## src/rtl/hack_boot_pkg.sv

```systemverilog
// Shared types and helpers for the Hack boot sequencer and its models.
package hack_boot_pkg;

    localparam int unsigned WORD_W = 16;

    typedef enum logic [2:0] {
        IDLE,
        LEN,
        LOAD,
        CSUM,
        HOLD,
        RUN,
        ERR
    } state_t;

    // Running program checksum: plain 16-bit wrapping add.
    function automatic logic [WORD_W-1:0] csum_add(input logic [WORD_W-1:0] acc,
                                                   input logic [WORD_W-1:0] word);
        return acc + word;
    endfunction

endpackage

```

## src/rtl/hack_boot_sequencer_if.sv

```systemverilog
// Valid/ready word stream feeding the boot sequencer.
interface hack_boot_sequencer_if;
    import hack_boot_pkg::*;

    logic              s_valid;
    logic [WORD_W-1:0] s_data;
    logic              s_ready;

    modport master (output s_valid, output s_data, input  s_ready);
    modport slave  (input  s_valid, input  s_data, output s_ready);

endinterface

```

## src/rtl/hack_boot_sequencer.sv

```systemverilog
// Boot controller: streams a length-prefixed, checksummed image into
// instruction memory and releases CPU reset once the image verifies.
module hack_boot_sequencer
    import hack_boot_pkg::*;
#(
    parameter int unsigned ADDR_W      = 15,
    parameter int unsigned MAX_WORDS   = 32768,
    parameter int unsigned HOLD_CYCLES = 4
) (
    input  logic                  CLK,
    input  logic                  reset,
    input  logic                  start,
    hack_boot_sequencer_if.slave  stream,
    output logic                  rom_we,
    output logic [ADDR_W-1:0]     rom_addr,
    output logic [WORD_W-1:0]     rom_wdata,
    output logic                  cpu_reset,
    output logic                  busy,
    output logic                  done,
    output logic                  error
);

    localparam int unsigned HOLD_W = (HOLD_CYCLES > 1) ? $clog2(HOLD_CYCLES) : 1;

    state_t              state;
    state_t              state_next;
    logic [WORD_W-1:0]   len_q;
    logic [WORD_W-1:0]   cnt_q;
    logic [WORD_W-1:0]   sum_q;
    logic [HOLD_W-1:0]   hold_q;

    logic xfer_c;
    logic len_bad_c;
    logic last_word_c;
    logic hold_end_c;

    assign xfer_c      = stream.s_valid & stream.s_ready;
    assign len_bad_c   = (stream.s_data == '0) || (32'(stream.s_data) > MAX_WORDS);
    assign last_word_c = (cnt_q == (len_q - WORD_W'(1)));
    assign hold_end_c  = (hold_q == HOLD_W'(HOLD_CYCLES - 1));

    // State register
    always_ff @(posedge CLK) begin
        if (!reset) begin
            state <= IDLE;
        end else begin
            state <= state_next;
        end
    end

    // Next-state logic
    always_comb begin
        state_next = state;
        case (state)
            IDLE: if (start) state_next = LEN;
            LEN: begin
                if (xfer_c) state_next = len_bad_c ? ERR : LOAD;
            end
            LOAD: begin
                if (xfer_c && last_word_c) state_next = CSUM;
            end
            CSUM: begin
                if (xfer_c) state_next = (stream.s_data == sum_q) ? HOLD : ERR;
            end
            HOLD: if (hold_end_c) state_next = RUN;
            RUN:  if (start) state_next = LEN;
            ERR:  if (start) state_next = LEN;
            default: state_next = IDLE;
        endcase
    end

    // Datapath and registered outputs; status flags decode the upcoming state
    always_ff @(posedge CLK) begin
        if (!reset) begin
            len_q          <= '0;
            cnt_q          <= '0;
            sum_q          <= '0;
            hold_q         <= '0;
            rom_we         <= 1'b0;
            rom_addr       <= '0;
            rom_wdata      <= '0;
            stream.s_ready <= 1'b0;
            cpu_reset      <= 1'b1;
            busy           <= 1'b0;
            done           <= 1'b0;
            error          <= 1'b0;
        end else begin
            rom_we <= 1'b0;
            case (state)
                LEN: begin
                    if (xfer_c && !len_bad_c) begin
                        len_q <= stream.s_data;
                        cnt_q <= '0;
                        sum_q <= '0;
                    end
                end
                LOAD: begin
                    if (xfer_c) begin
                        rom_we    <= 1'b1;
                        rom_addr  <= ADDR_W'(cnt_q);
                        rom_wdata <= stream.s_data;
                        cnt_q     <= cnt_q + WORD_W'(1);
                        sum_q     <= csum_add(sum_q, stream.s_data);
                    end
                end
                default: ;
            endcase

            hold_q <= (state == HOLD && !hold_end_c) ? hold_q + HOLD_W'(1) : '0;

            stream.s_ready <= (state_next == LEN) || (state_next == LOAD) || (state_next == CSUM);
            busy           <= (state_next == LEN) || (state_next == LOAD) ||
                              (state_next == CSUM) || (state_next == HOLD);
            done           <= (state_next == RUN);
            error          <= (state_next == ERR);
            cpu_reset      <= (state_next != RUN);
        end
    end

endmodule

```

## src/flat_wrapper.sv

```systemverilog
// flat-port wrapper written by rule: the top's interface ports become plain ports
module hack_boot_sequencer_flat import hack_boot_pkg::*;
#(
    parameter int unsigned ADDR_W      = 15,
    parameter int unsigned MAX_WORDS   = 32768,
    parameter int unsigned HOLD_CYCLES = 4
)
  (CLK, reset, start, rom_we, rom_addr, rom_wdata, cpu_reset, busy, done, error, stream_s_valid, stream_s_data, stream_s_ready);
  hack_boot_sequencer_if stream_i ();
  input  logic CLK;
  input  logic reset;
  input  logic start;
  output logic rom_we;
  output logic [ADDR_W-1:0] rom_addr;
  output logic [WORD_W-1:0] rom_wdata;
  output logic cpu_reset;
  output logic busy;
  output logic done;
  output logic error;
  input wire logic [$bits(stream_i.s_valid)-1:0] stream_s_valid;
  input wire logic [$bits(stream_i.s_data)-1:0] stream_s_data;
  output wire logic [$bits(stream_i.s_ready)-1:0] stream_s_ready;
  assign stream_i.s_valid = stream_s_valid;
  assign stream_i.s_data = stream_s_data;
  assign stream_s_ready = stream_i.s_ready;
  hack_boot_sequencer #(.ADDR_W(ADDR_W), .MAX_WORDS(MAX_WORDS), .HOLD_CYCLES(HOLD_CYCLES)) u_core (.CLK(CLK), .reset(reset), .start(start), .stream(stream_i), .rom_we(rom_we), .rom_addr(rom_addr), .rom_wdata(rom_wdata), .cpu_reset(cpu_reset), .busy(busy), .done(done), .error(error));
endmodule
```

## config.mk

```make
export PLATFORM = sky130hd
export DESIGN_NAME = hack_boot_sequencer_flat
export DESIGN_NICKNAME = d
export VERILOG_FILES = /design/src/rtl/hack_boot_pkg.sv /design/src/rtl/hack_boot_sequencer_if.sv /design/src/rtl/hack_boot_sequencer.sv /design/src/flat_wrapper.sv
export SDC_FILE = /design/constraint.sdc
export NUM_CORES = 1
export LEC_CHECK = 0
export ABC_AREA = 1
export CORE_UTILIZATION = 45
export DETAILED_ROUTE_END_ITERATION = 7
export GPL_TIMING_DRIVEN = 0
export MAX_ROUTING_LAYER = met4
export PLACE_DENSITY = 0.69
export SYNTH_ARGS = -nofsm -noshare
export SYNTH_HDL_FRONTEND = slang
export SYNTH_SLANG_ARGS = --single-unit
```

## constraint.sdc

```tcl
create_clock -name CLK -period 2.6 [get_ports CLK]
set_input_delay 0.78 -clock CLK [delete_from_list [all_inputs] [get_ports CLK]]
set_output_delay 0.78 -clock CLK [all_outputs]
set_load 0.02 [all_outputs]
```

Fig. 1: cells by drive strength
The bar under the picture is 20 um long.
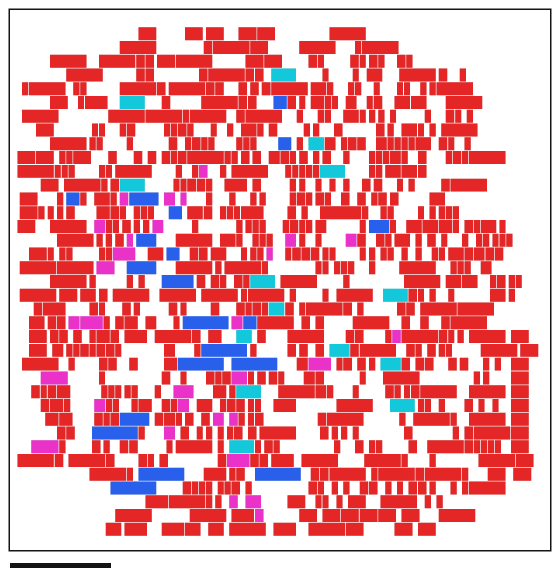
_6 and larger -> cyan  # cells 14, most used clkbuf_8
_2 cells -> magenta  # cells 30, most used or2_2
_0 and _1 cells -> red  # cells 729, most used nand2_1
_3 and _4 cells -> blue  # cells 20, most used ha_4

Fig. 2: sequential cells grouped by signal name
The bar under the picture is 20 um long.
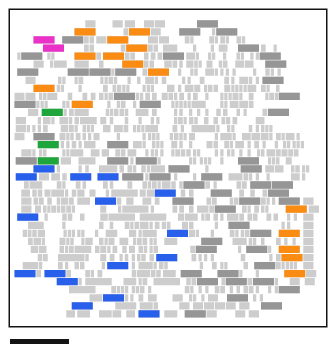
u_core.hold_q -> magenta  # flops 2
u_core.sum_q -> blue  # flops 16
u_core.rom_addr -> orange  # flops 15, where spread over the die
u_core.state -> green  # flops 3
not colored = 54
post-layout util: 57.4%
Seq area share: 30.0%
Flop area: 1800 sq um
P_seq: 1.45 mW

Fig. 3: placed cells, one color a class
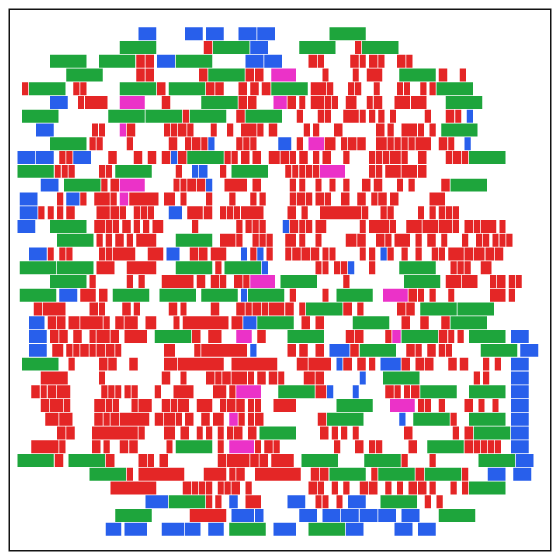
combinational and other logic -> red  # cells 604
remaining buffers and delay cells -> blue  # cells 83
clock drivers and dummy loads -> magenta  # cells 16
sequential cells -> green  # cells 90

==> results.txt <==
impl run done, here's what came out: relative slew slack=roughly three fifths, Psw=slightly above 0.9 mW, Setup crit start kind=input pin, postcts setup bufs=1, FF-to-FF Start=u_core.sum_q[0], Num CTS Buffers=9, CTS tree=built, hold path depth=1, Comb area share=49.2%, Hold WS=about 420 ps, global route hottest layer=met2, vias per std cell=about 5.4, clock latency on the worst-skew pair=between 300 and 400 ps, buffer share of cell area=a little under an eighth, GR Util met3=3.47%, hold buffers post-CTS=0, status=complete, no violations, most frequent cell after synthesis=nand2_1, port buffer count=56, worst r2r dst=u_core.sum_q[6], global-route usage over all layers=26.9%, met1 Usage GRT=between 30% and 40%, drt drc=0, initial antenna violation count=0, Achievable Freq=385 MHz, largest net degree at the start of global routing=18, dpl ws=-888 ps, top power group=sequential cells, Synth Seq Share=between 30% and 40%, drt first pass iters=5, Yosys warning total=0, top cells, area=dfxtp_1 (37%), nand2_1 (12%), nor2_1 (8.0%), crit path buf inv count=2, total power=between 2 and 3 mW, sequential cells=90, Clock Sinks=about 90, Hold Path Sink=u_core.hold_q[0], Sw Share=a little under a third, end point of the critical path=u_core.sum_q[6], Worst Clk Skew=approximately 14 ps, fa+ha+maj area frac=just under 5%, Final Non-Filler Cells=between 900 and 1000, max-cap check violation count=0, layout cell share with drive strength beyond 1=a little over 8%
Power figures rest on the tool's default switching activity, not on a simulated workload.
